<file path="src/rtl/sc_max7219_rx_pkg.sv">
// sc_max7219_rx_pkg: shared FSM encoding, MAX7219 register map and frame length.
package sc_max7219_rx_pkg;

    localparam int FRAME_BITS = 16;

    typedef enum logic [1:0] {
        IDLE   = 2'd0,
        SHIFT  = 2'd1,
        COMMIT = 2'd2
    } stateT;

    typedef enum logic [3:0] {
        ADDR_NOOP        = 4'h0,
        ADDR_DIGIT0      = 4'h1,
        ADDR_DIGIT1      = 4'h2,
        ADDR_DIGIT2      = 4'h3,
        ADDR_DIGIT3      = 4'h4,
        ADDR_DIGIT4      = 4'h5,
        ADDR_DIGIT5      = 4'h6,
        ADDR_DIGIT6      = 4'h7,
        ADDR_DIGIT7      = 4'h8,
        ADDR_DECODEMODE  = 4'h9,
        ADDR_INTENSITY   = 4'hA,
        ADDR_SCANLIMIT   = 4'hB,
        ADDR_SHUTDOWN    = 4'hC,
        ADDR_RESERVED_D  = 4'hD,
        ADDR_RESERVED_E  = 4'hE,
        ADDR_DISPLAYTEST = 4'hF
    } regAddrT;

endpackage

</file>
<file path="src/rtl/sc_max7219_rx_if.sv">
// sc_max7219_rx_if: serial pins, row read port and decoded register outputs.
interface sc_max7219_rx_if #(
    parameter int DATAWIDTH_BUS = 8
);
    logic                     SC_MAX7219_RX_max7219DIN_In;
    logic                     SC_MAX7219_RX_max7219NCS_In;
    logic                     SC_MAX7219_RX_max7219CLK_In;
    logic [2:0]               SC_MAX7219_RX_RowAddr_InBus;
    logic [DATAWIDTH_BUS-1:0] SC_MAX7219_RX_RowData_OutBus;
    logic [3:0]               SC_MAX7219_RX_Intensity_OutBus;
    logic [2:0]               SC_MAX7219_RX_ScanLimit_OutBus;
    logic [DATAWIDTH_BUS-1:0] SC_MAX7219_RX_DecodeMode_OutBus;
    logic                     SC_MAX7219_RX_Shutdown_Out;
    logic                     SC_MAX7219_RX_DisplayTest_Out;
    logic                     SC_MAX7219_RX_FrameValid_Out;
    logic                     SC_MAX7219_RX_FrameError_Out;

    modport master (
        output SC_MAX7219_RX_max7219DIN_In, SC_MAX7219_RX_max7219NCS_In,
               SC_MAX7219_RX_max7219CLK_In, SC_MAX7219_RX_RowAddr_InBus,
        input  SC_MAX7219_RX_RowData_OutBus, SC_MAX7219_RX_Intensity_OutBus,
               SC_MAX7219_RX_ScanLimit_OutBus, SC_MAX7219_RX_DecodeMode_OutBus,
               SC_MAX7219_RX_Shutdown_Out, SC_MAX7219_RX_DisplayTest_Out,
               SC_MAX7219_RX_FrameValid_Out, SC_MAX7219_RX_FrameError_Out
    );

    modport slave (
        input  SC_MAX7219_RX_max7219DIN_In, SC_MAX7219_RX_max7219NCS_In,
               SC_MAX7219_RX_max7219CLK_In, SC_MAX7219_RX_RowAddr_InBus,
        output SC_MAX7219_RX_RowData_OutBus, SC_MAX7219_RX_Intensity_OutBus,
               SC_MAX7219_RX_ScanLimit_OutBus, SC_MAX7219_RX_DecodeMode_OutBus,
               SC_MAX7219_RX_Shutdown_Out, SC_MAX7219_RX_DisplayTest_Out,
               SC_MAX7219_RX_FrameValid_Out, SC_MAX7219_RX_FrameError_Out
    );
endinterface

</file>
<file path="src/rtl/sc_max7219_rx_sync_edge.sv">
// sc_sync_edge: 2-flop synchronizer plus a third flop for rise/fall detection.
module sc_sync_edge #(
    parameter logic RESET_VAL = 1'b0
) (
    input  logic clk,
    input  logic rstN,
    input  logic asyncIn,
    output logic syncOut,
    output logic rise,
    output logic fall
);
    logic [2:0] sync;

    always_ff @(posedge clk)
        sync <= !rstN ? {3{RESET_VAL}} : {sync[1:0], asyncIn};

    assign syncOut = sync[1];
    assign rise    = sync[1] & ~sync[2];
    assign fall    = ~sync[1] & sync[2];
endmodule

</file>
<file path="src/rtl/sc_max7219_rx.sv">
// sc_max7219_rx: MAX7219-compatible serial receiver decoding frames into the
// digit RAM and control registers.
module sc_max7219_rx
    import sc_max7219_rx_pkg::*;
#(
    parameter int DATAWIDTH_BUS = 8,
    parameter int FRAME_BITS    = sc_max7219_rx_pkg::FRAME_BITS
) (
    input logic SC_MAX7219_RX_CLOCK_50,
    input logic SC_MAX7219_RX_RESET_InLow,
    sc_max7219_rx_if.slave bus
);
    localparam int CNT_W = $clog2(FRAME_BITS + 1);

    logic clk, rstN;
    logic din, dinRise, dinFall;
    logic ncsSync, ncsRise, ncsFall;
    logic clkSync, clkRise, clkFall;
    stateT state, stateNext;
    logic [FRAME_BITS-1:0] shiftReg;
    logic [CNT_W-1:0] bitCnt;
    logic [DATAWIDTH_BUS-1:0] rows [8];
    logic [DATAWIDTH_BUS-1:0] rowData, decodeMode;
    logic [3:0] intensity, addr;
    logic [2:0] scanLimit;
    logic shutdown, displayTest, frameValid, frameError;
    logic frameDone, shiftEn, clearCnt, commit, shortFrame;
    logic unusedSig;

    assign clk  = SC_MAX7219_RX_CLOCK_50;
    assign rstN = SC_MAX7219_RX_RESET_InLow;

    sc_sync_edge #(.RESET_VAL(1'b0)) dinSyncEdge (
        .clk(clk), .rstN(rstN), .asyncIn(bus.SC_MAX7219_RX_max7219DIN_In),
        .syncOut(din), .rise(dinRise), .fall(dinFall)
    );
    sc_sync_edge #(.RESET_VAL(1'b1)) ncsSyncEdge (
        .clk(clk), .rstN(rstN), .asyncIn(bus.SC_MAX7219_RX_max7219NCS_In),
        .syncOut(ncsSync), .rise(ncsRise), .fall(ncsFall)
    );
    sc_sync_edge #(.RESET_VAL(1'b0)) clkSyncEdge (
        .clk(clk), .rstN(rstN), .asyncIn(bus.SC_MAX7219_RX_max7219CLK_In),
        .syncOut(clkSync), .rise(clkRise), .fall(clkFall)
    );

    assign frameDone = bitCnt == CNT_W'(FRAME_BITS);
    assign addr      = shiftReg[11:8];

    always_ff @(posedge clk)
        state <= !rstN ? IDLE : stateNext;

    // NCS edges win over a coincident CLK edge, so the closing edge never shifts
    always_comb begin
        stateNext  = state;
        shiftEn    = 1'b0;
        clearCnt   = 1'b0;
        commit     = 1'b0;
        shortFrame = 1'b0;
        case (state)
            IDLE: begin
                stateNext = ncsFall ? SHIFT : IDLE;
                clearCnt  = ncsFall;
            end
            SHIFT: begin
                stateNext  = ncsRise ? (frameDone ? COMMIT : IDLE) : SHIFT;
                shiftEn    = clkRise && !ncsRise;
                shortFrame = ncsRise && !frameDone;
            end
            COMMIT: begin
                stateNext = ncsFall ? SHIFT : IDLE;
                clearCnt  = ncsFall;
                commit    = 1'b1;
            end
            default: stateNext = IDLE;
        endcase
    end

    always_ff @(posedge clk) begin
        if (!rstN) begin
            shiftReg    <= '0;
            bitCnt      <= '0;
            rows        <= '{default: '0};
            rowData     <= '0;
            decodeMode  <= '0;
            intensity   <= '0;
            scanLimit   <= '0;
            shutdown    <= 1'b1;
            displayTest <= 1'b0;
            frameValid  <= 1'b0;
            frameError  <= 1'b0;
        end else begin
            frameValid <= commit;
            frameError <= shortFrame;
            rowData    <= rows[bus.SC_MAX7219_RX_RowAddr_InBus];
            if (clearCnt)
                bitCnt <= '0;
            else if (shiftEn) begin
                shiftReg <= {shiftReg[FRAME_BITS-2:0], din};
                bitCnt   <= frameDone ? bitCnt : bitCnt + 1'b1;
            end
            if (commit)
                case (regAddrT'(addr))
                    ADDR_DIGIT0, ADDR_DIGIT1, ADDR_DIGIT2, ADDR_DIGIT3,
                    ADDR_DIGIT4, ADDR_DIGIT5, ADDR_DIGIT6, ADDR_DIGIT7:
                        rows[3'(addr - 4'd1)] <= shiftReg[DATAWIDTH_BUS-1:0];
                    ADDR_DECODEMODE:  decodeMode  <= shiftReg[DATAWIDTH_BUS-1:0];
                    ADDR_INTENSITY:   intensity   <= shiftReg[3:0];
                    ADDR_SCANLIMIT:   scanLimit   <= shiftReg[2:0];
                    ADDR_SHUTDOWN:    shutdown    <= ~shiftReg[0];
                    ADDR_DISPLAYTEST: displayTest <= shiftReg[0];
                    ADDR_NOOP, ADDR_RESERVED_D, ADDR_RESERVED_E: ;
                    default: ;
                endcase
        end
    end

    assign unusedSig = ^{shiftReg[FRAME_BITS-1:12], dinRise, dinFall, ncsSync, clkSync, clkFall};

    assign bus.SC_MAX7219_RX_RowData_OutBus    = rowData;
    assign bus.SC_MAX7219_RX_DecodeMode_OutBus = decodeMode;
    assign bus.SC_MAX7219_RX_Intensity_OutBus  = intensity;
    assign bus.SC_MAX7219_RX_ScanLimit_OutBus  = scanLimit;
    assign bus.SC_MAX7219_RX_Shutdown_Out      = shutdown;
    assign bus.SC_MAX7219_RX_DisplayTest_Out   = displayTest;
    assign bus.SC_MAX7219_RX_FrameValid_Out    = frameValid;
    assign bus.SC_MAX7219_RX_FrameError_Out    = frameError;
endmodule

</file>
<file path="src/flat_wrapper.sv">
// flat-port wrapper written by rule: the top's interface ports become plain ports
module sc_max7219_rx_flat import sc_max7219_rx_pkg::*;
#(
    parameter int DATAWIDTH_BUS = 8,
    parameter int FRAME_BITS    = sc_max7219_rx_pkg::FRAME_BITS
)
  (SC_MAX7219_RX_CLOCK_50, SC_MAX7219_RX_RESET_InLow, bus_SC_MAX7219_RX_max7219DIN_In, bus_SC_MAX7219_RX_max7219NCS_In, bus_SC_MAX7219_RX_max7219CLK_In, bus_SC_MAX7219_RX_RowAddr_InBus, bus_SC_MAX7219_RX_RowData_OutBus, bus_SC_MAX7219_RX_Intensity_OutBus, bus_SC_MAX7219_RX_ScanLimit_OutBus, bus_SC_MAX7219_RX_DecodeMode_OutBus, bus_SC_MAX7219_RX_Shutdown_Out, bus_SC_MAX7219_RX_DisplayTest_Out, bus_SC_MAX7219_RX_FrameValid_Out, bus_SC_MAX7219_RX_FrameError_Out);
  sc_max7219_rx_if #(.DATAWIDTH_BUS(DATAWIDTH_BUS)) bus_i ();
  input logic SC_MAX7219_RX_CLOCK_50;
  input logic SC_MAX7219_RX_RESET_InLow;
  input wire logic [$bits(bus_i.SC_MAX7219_RX_max7219DIN_In)-1:0] bus_SC_MAX7219_RX_max7219DIN_In;
  input wire logic [$bits(bus_i.SC_MAX7219_RX_max7219NCS_In)-1:0] bus_SC_MAX7219_RX_max7219NCS_In;
  input wire logic [$bits(bus_i.SC_MAX7219_RX_max7219CLK_In)-1:0] bus_SC_MAX7219_RX_max7219CLK_In;
  input wire logic [$bits(bus_i.SC_MAX7219_RX_RowAddr_InBus)-1:0] bus_SC_MAX7219_RX_RowAddr_InBus;
  output wire logic [$bits(bus_i.SC_MAX7219_RX_RowData_OutBus)-1:0] bus_SC_MAX7219_RX_RowData_OutBus;
  output wire logic [$bits(bus_i.SC_MAX7219_RX_Intensity_OutBus)-1:0] bus_SC_MAX7219_RX_Intensity_OutBus;
  output wire logic [$bits(bus_i.SC_MAX7219_RX_ScanLimit_OutBus)-1:0] bus_SC_MAX7219_RX_ScanLimit_OutBus;
  output wire logic [$bits(bus_i.SC_MAX7219_RX_DecodeMode_OutBus)-1:0] bus_SC_MAX7219_RX_DecodeMode_OutBus;
  output wire logic [$bits(bus_i.SC_MAX7219_RX_Shutdown_Out)-1:0] bus_SC_MAX7219_RX_Shutdown_Out;
  output wire logic [$bits(bus_i.SC_MAX7219_RX_DisplayTest_Out)-1:0] bus_SC_MAX7219_RX_DisplayTest_Out;
  output wire logic [$bits(bus_i.SC_MAX7219_RX_FrameValid_Out)-1:0] bus_SC_MAX7219_RX_FrameValid_Out;
  output wire logic [$bits(bus_i.SC_MAX7219_RX_FrameError_Out)-1:0] bus_SC_MAX7219_RX_FrameError_Out;
  assign bus_i.SC_MAX7219_RX_max7219DIN_In = bus_SC_MAX7219_RX_max7219DIN_In;
  assign bus_i.SC_MAX7219_RX_max7219NCS_In = bus_SC_MAX7219_RX_max7219NCS_In;
  assign bus_i.SC_MAX7219_RX_max7219CLK_In = bus_SC_MAX7219_RX_max7219CLK_In;
  assign bus_i.SC_MAX7219_RX_RowAddr_InBus = bus_SC_MAX7219_RX_RowAddr_InBus;
  assign bus_SC_MAX7219_RX_RowData_OutBus = bus_i.SC_MAX7219_RX_RowData_OutBus;
  assign bus_SC_MAX7219_RX_Intensity_OutBus = bus_i.SC_MAX7219_RX_Intensity_OutBus;
  assign bus_SC_MAX7219_RX_ScanLimit_OutBus = bus_i.SC_MAX7219_RX_ScanLimit_OutBus;
  assign bus_SC_MAX7219_RX_DecodeMode_OutBus = bus_i.SC_MAX7219_RX_DecodeMode_OutBus;
  assign bus_SC_MAX7219_RX_Shutdown_Out = bus_i.SC_MAX7219_RX_Shutdown_Out;
  assign bus_SC_MAX7219_RX_DisplayTest_Out = bus_i.SC_MAX7219_RX_DisplayTest_Out;
  assign bus_SC_MAX7219_RX_FrameValid_Out = bus_i.SC_MAX7219_RX_FrameValid_Out;
  assign bus_SC_MAX7219_RX_FrameError_Out = bus_i.SC_MAX7219_RX_FrameError_Out;
  sc_max7219_rx #(.DATAWIDTH_BUS(DATAWIDTH_BUS), .FRAME_BITS(FRAME_BITS)) u_core (.SC_MAX7219_RX_CLOCK_50(SC_MAX7219_RX_CLOCK_50), .SC_MAX7219_RX_RESET_InLow(SC_MAX7219_RX_RESET_InLow), .bus(bus_i));
endmodule
</file>
<file path="config.mk">
export PLATFORM = sky130hd
export DESIGN_NAME = sc_max7219_rx_flat
export DESIGN_NICKNAME = d
export VERILOG_FILES = /design/src/rtl/sc_max7219_rx_pkg.sv /design/src/rtl/sc_max7219_rx_if.sv /design/src/rtl/sc_max7219_rx_sync_edge.sv /design/src/rtl/sc_max7219_rx.sv /design/src/flat_wrapper.sv
export SDC_FILE = /design/constraint.sdc
export NUM_CORES = 1
export LEC_CHECK = 0
export CORE_UTILIZATION = 40
export DETAILED_ROUTE_END_ITERATION = 8
export PLACE_DENSITY_LB_ADDON = 0.1
export REMOVE_ABC_BUFFERS = 1
export SLEW_MARGIN = 30
export SYNTH_ARGS = -nofsm -noshare
export SYNTH_HDL_FRONTEND = slang
export SYNTH_HIERARCHICAL = 1
export SYNTH_SLANG_ARGS = --single-unit
</file>
<file path="constraint.sdc">
create_clock -name SC_MAX7219_RX_CLOCK_50 -period 2.7 [get_ports SC_MAX7219_RX_CLOCK_50]
set_input_delay 0.54 -clock SC_MAX7219_RX_CLOCK_50 [delete_from_list [all_inputs] [get_ports SC_MAX7219_RX_CLOCK_50]]
set_output_delay 0.54 -clock SC_MAX7219_RX_CLOCK_50 [all_outputs]
set_load 0.01 [all_outputs]
</file>
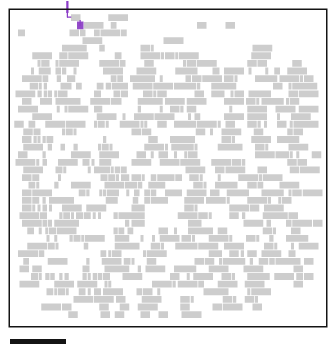
*Wires at chosen ports, followed through buffers, run 1*
The bar under the picture is 20 µm long.
Key: purple = bus_SC_MAX7219_RX_max7219CLK_In [bits 1, direction input, edge top, end cells 1, buffers 1, wire 5.60 µm]
IO Port Bufs: 34
I/O Pins: 35

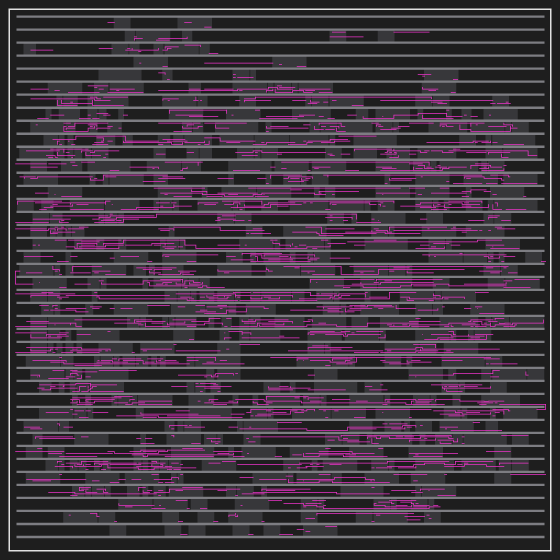
*The metal 1 layer, run 1*
Supply wires on this layer in gray.
491 nets have wire on it. The layer carries 5070 µm of wire.
Vias: 3348
met1 Resource Use GR: 23.3%
Post-Route WL: 10300 µm

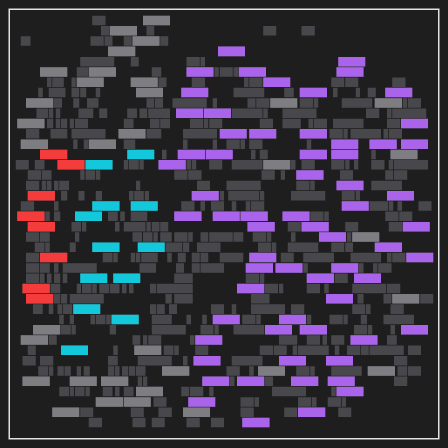
*Where the registers sit, run 1*
Other sequential cells in the stronger gray, the rest of the logic in the fainter gray.
Key: cyan = u_core/shiftReg [sequential cells 12, where left middle]; purple = u_core/rows [sequential cells 64]; red = u_core/bus.SC_MAX7219_RX_DecodeMode_OutBus [sequential cells 8, where left middle]
Another 34 sequential cells are not colored.
register area: 2360 µm²
Seq power: 1750 µW
Seq/total area: 39.8%
utilization after layout: 49.4%

==> impl_metrics.csv, run 1 <==
group,metric,value,unit
global_routing,met2_usage,27.7,%
routing,drt_iter0_drc,152,
final_layout,flops,118,
critical_path,r2r_cells,6,
placed_design,dp_hpwl,6530,µm
global_routing,grt_use_met3,5.36,%
critical_path,critical_path_depth,6,
power_and_ir_drop,clock_net_power,1980,µW
critical_path,cp-start-kind,"register",
hold_path,hold_end,"u_core/ncsSyncEdge/sync[1]",
final_layout,largest_class,"multi-input combinational cells",
synth,syn_area_per_cell,10.4,µm²
final_layout,n_fill_cell,1138,
critical_path,r2r_end,"u_core/rows[27]",
final_layout,regMostFlops,"u_core/rows",
power_and_ir_drop,p_clk_share,51.9,%
status,status,"finished, final reports clean",
final_layout,drive_above_1_share,12.7,%
power_and_ir_drop,leakagePower,0.00247,µW
critical_path,rr_startpoint,"u_core/shiftReg[8]",
final_layout,clkbuf_count,27,
floorplan,row_count,40,
final_timing,min_period,2180,ps
power_and_ir_drop,comb_power,85.3,µW
critical_path,worstPathMaxFanout,8,
floorplan,initial_core_util,41.0,%
routing,route.detailed.drc,0,
critical_path,critPathRequiredTime,3030,ps
final_layout,num-nets-final,522,
final_layout,clock_area_share,8.81,%
final_timing,setup_viol,0,
synth,netlist_area,4920,µm²
final_timing,rsz0062_at_grt,"false",
final_timing,timing.final.ws_setup,524,ps
power_and_ir_drop,combPwrFrac,2.2,%
global_routing,grt_max_degree,55,
floorplan,coreArea,12000,µm²
critical_path,cp.arrival,2510,ps
clock_tree,cts_resized,0,
critical_path,crit_buf_inv,1,
critical_path,rrSetupSlack,520,ps
power_and_ir_drop,power-top-group,"the clock network",
clock_tree,clk_pin_slew,50,ps
power_and_ir_drop,power.density,644,nW/µm²
final_layout,comb_share,41.2,%
final_layout,bufAreaShareNonClock,6.83,%
power_and_ir_drop,netSwitchingFraction,20.3,%
clock_tree,h-tree-depth,4,
placed_design,post_dp_cell_area,5410,µm²
power_and_ir_drop,seq_power_share,45.9,%
routing,wl_per_cell,15.4,µm
routing,drt-met1-wl,5070,µm
routing,ant_nets,0,
final_timing,finalClockPeriodUsage,80.6,%
critical_path,crit_type,"reg -> reg",
final_layout,area_growth,20.6,%
global_routing,grt_pass1_wl,17200,µm
clock_tree,clkLatencyLatePin,410,ps
placed_design,dp.cells,636,
critical_path,endpoint,"u_core/rows[27]",
final_layout,final_common_cell,"dfxtp_1",
global_routing,grt_use_total,17.9,%
global_routing,grt_pass1_vias,3358,
final_timing,hold_viol_final,0,
final_layout,largest_register_ff_count,64,
critical_path,path_cells,"inv_1 -> ha_1 -> a2111oi_2 -> mux2i_2 -> nand3_4 -> mux2i_1",
final_layout,inv_count,4,
clock_tree,numCtsBuffers,17,
hold_path,hold_depth,1,
final_timing,max_freq,0.460,GHz
global_routing,grt-busiest-layer,"met2",
final_layout,buffers,43,
critical_path,cp_top_family,"multiplexers",
floorplan,die_width,113,µm
clock_tree,cts_tree,"yes",
hold_path,hold_class,"reg -> reg",
final_layout,comb.multi_input.count,324,
final_timing,slew_headroom,57.0,%
floorplan,die-area,12700,µm²
global_routing,grt-ovfl-total,0,
routing,vias_per_cell,5.02,
critical_path,max_stage_delay,450,ps
clock_tree,ctsHoldBuffers,0,
### The metal 2 layer, run 1

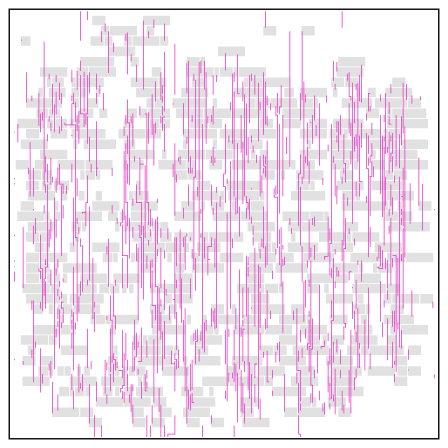

## Run 2: what changed since run 1
==> constraint.sdc (replaced) <==
create_clock -name SC_MAX7219_RX_CLOCK_50 -period 2.2 [get_ports SC_MAX7219_RX_CLOCK_50]
set_input_delay 0.44 -clock SC_MAX7219_RX_CLOCK_50 [delete_from_list [all_inputs] [get_ports SC_MAX7219_RX_CLOCK_50]]
set_output_delay 0.44 -clock SC_MAX7219_RX_CLOCK_50 [all_outputs]
set_load 0.01 [all_outputs]
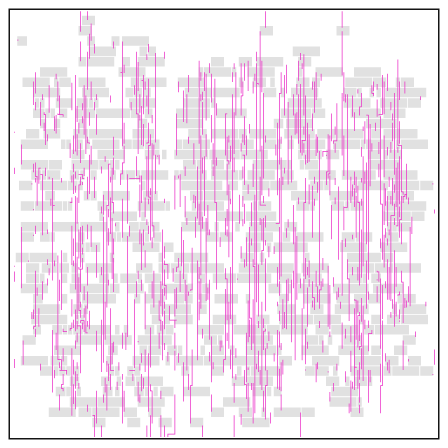
*The metal 2 layer, run 2*
The layer carries 4860 µm of wire. The wires run mostly vertical. The longest straight run is 74.8 µm.
Vias: 3404
met2 GRT Util: 27.5%
Post-Route WL: 10300 µm

==> impl_metrics.csv, run 2 <==
group,metric,value,unit
critical_path,cp-start-kind,"register",
global_routing,grt_max_degree,48,
routing,drt-met1-wl,4890,µm
final_layout,drive_above_1_share,15.3,%
routing,route.detailed.drc,0,
global_routing,grt_use_met3,5.20,%
final_timing,max_freq,0.506,GHz
clock_tree,numCtsBuffers,17,
final_layout,final_common_cell,"dfxtp_1",
final_layout,bufAreaShareNonClock,8.03,%
final_layout,buffers,52,
synth,syn_area_per_cell,10.4,µm²
placed_design,dp_hpwl,6680,µm
final_layout,seq_share,39.1,%
final_layout,seqCellArea,2360,µm²
floorplan,die_width,113,µm
floorplan,row_count,40,
critical_path,cp_top_family,"AND-OR/OR-AND gates",
critical_path,rrSetupSlack,220,ps
hold_path,hold_depth,1,
final_timing,timing.final.ws_setup,223,ps
final_layout,regMostFlops,"u_core/rows",
critical_path,r2r_end,"u_core/rows[63]",
critical_path,endpoint,"u_core/rows[63]",
final_timing,setup_viol,0,
floorplan,initial_core_util,41.0,%
floorplan,io_pins,35,
final_layout,clock_area_share,9.06,%
clock_tree,clk_pin_slew,50,ps
status,status,"finished, final reports clean",
final_layout,final_util,50.3,%
final_timing,finalClockPeriodUsage,89.8,%
clock_tree,cts_resized,0,
placed_design,post_dp_cell_area,5490,µm²
power_and_ir_drop,p_clk_share,52.9,%
final_layout,largest_register_ff_count,64,
power_and_ir_drop,seq_power_share,44.8,%
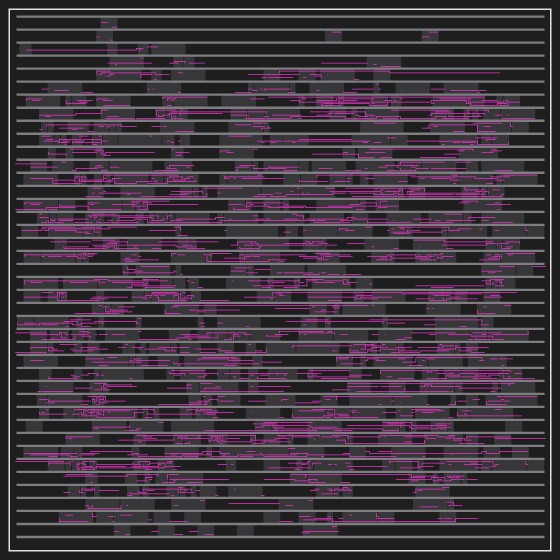
*The metal 1 layer, run 2*
Supply wires on this layer in gray.
The wires run mostly horizontal. The longest straight run is 45.1 µm. The layer carries 4890 µm of wire.
met1 Resource Use GR: 23.7%

Power is estimated from default activity; no workload was simulated.
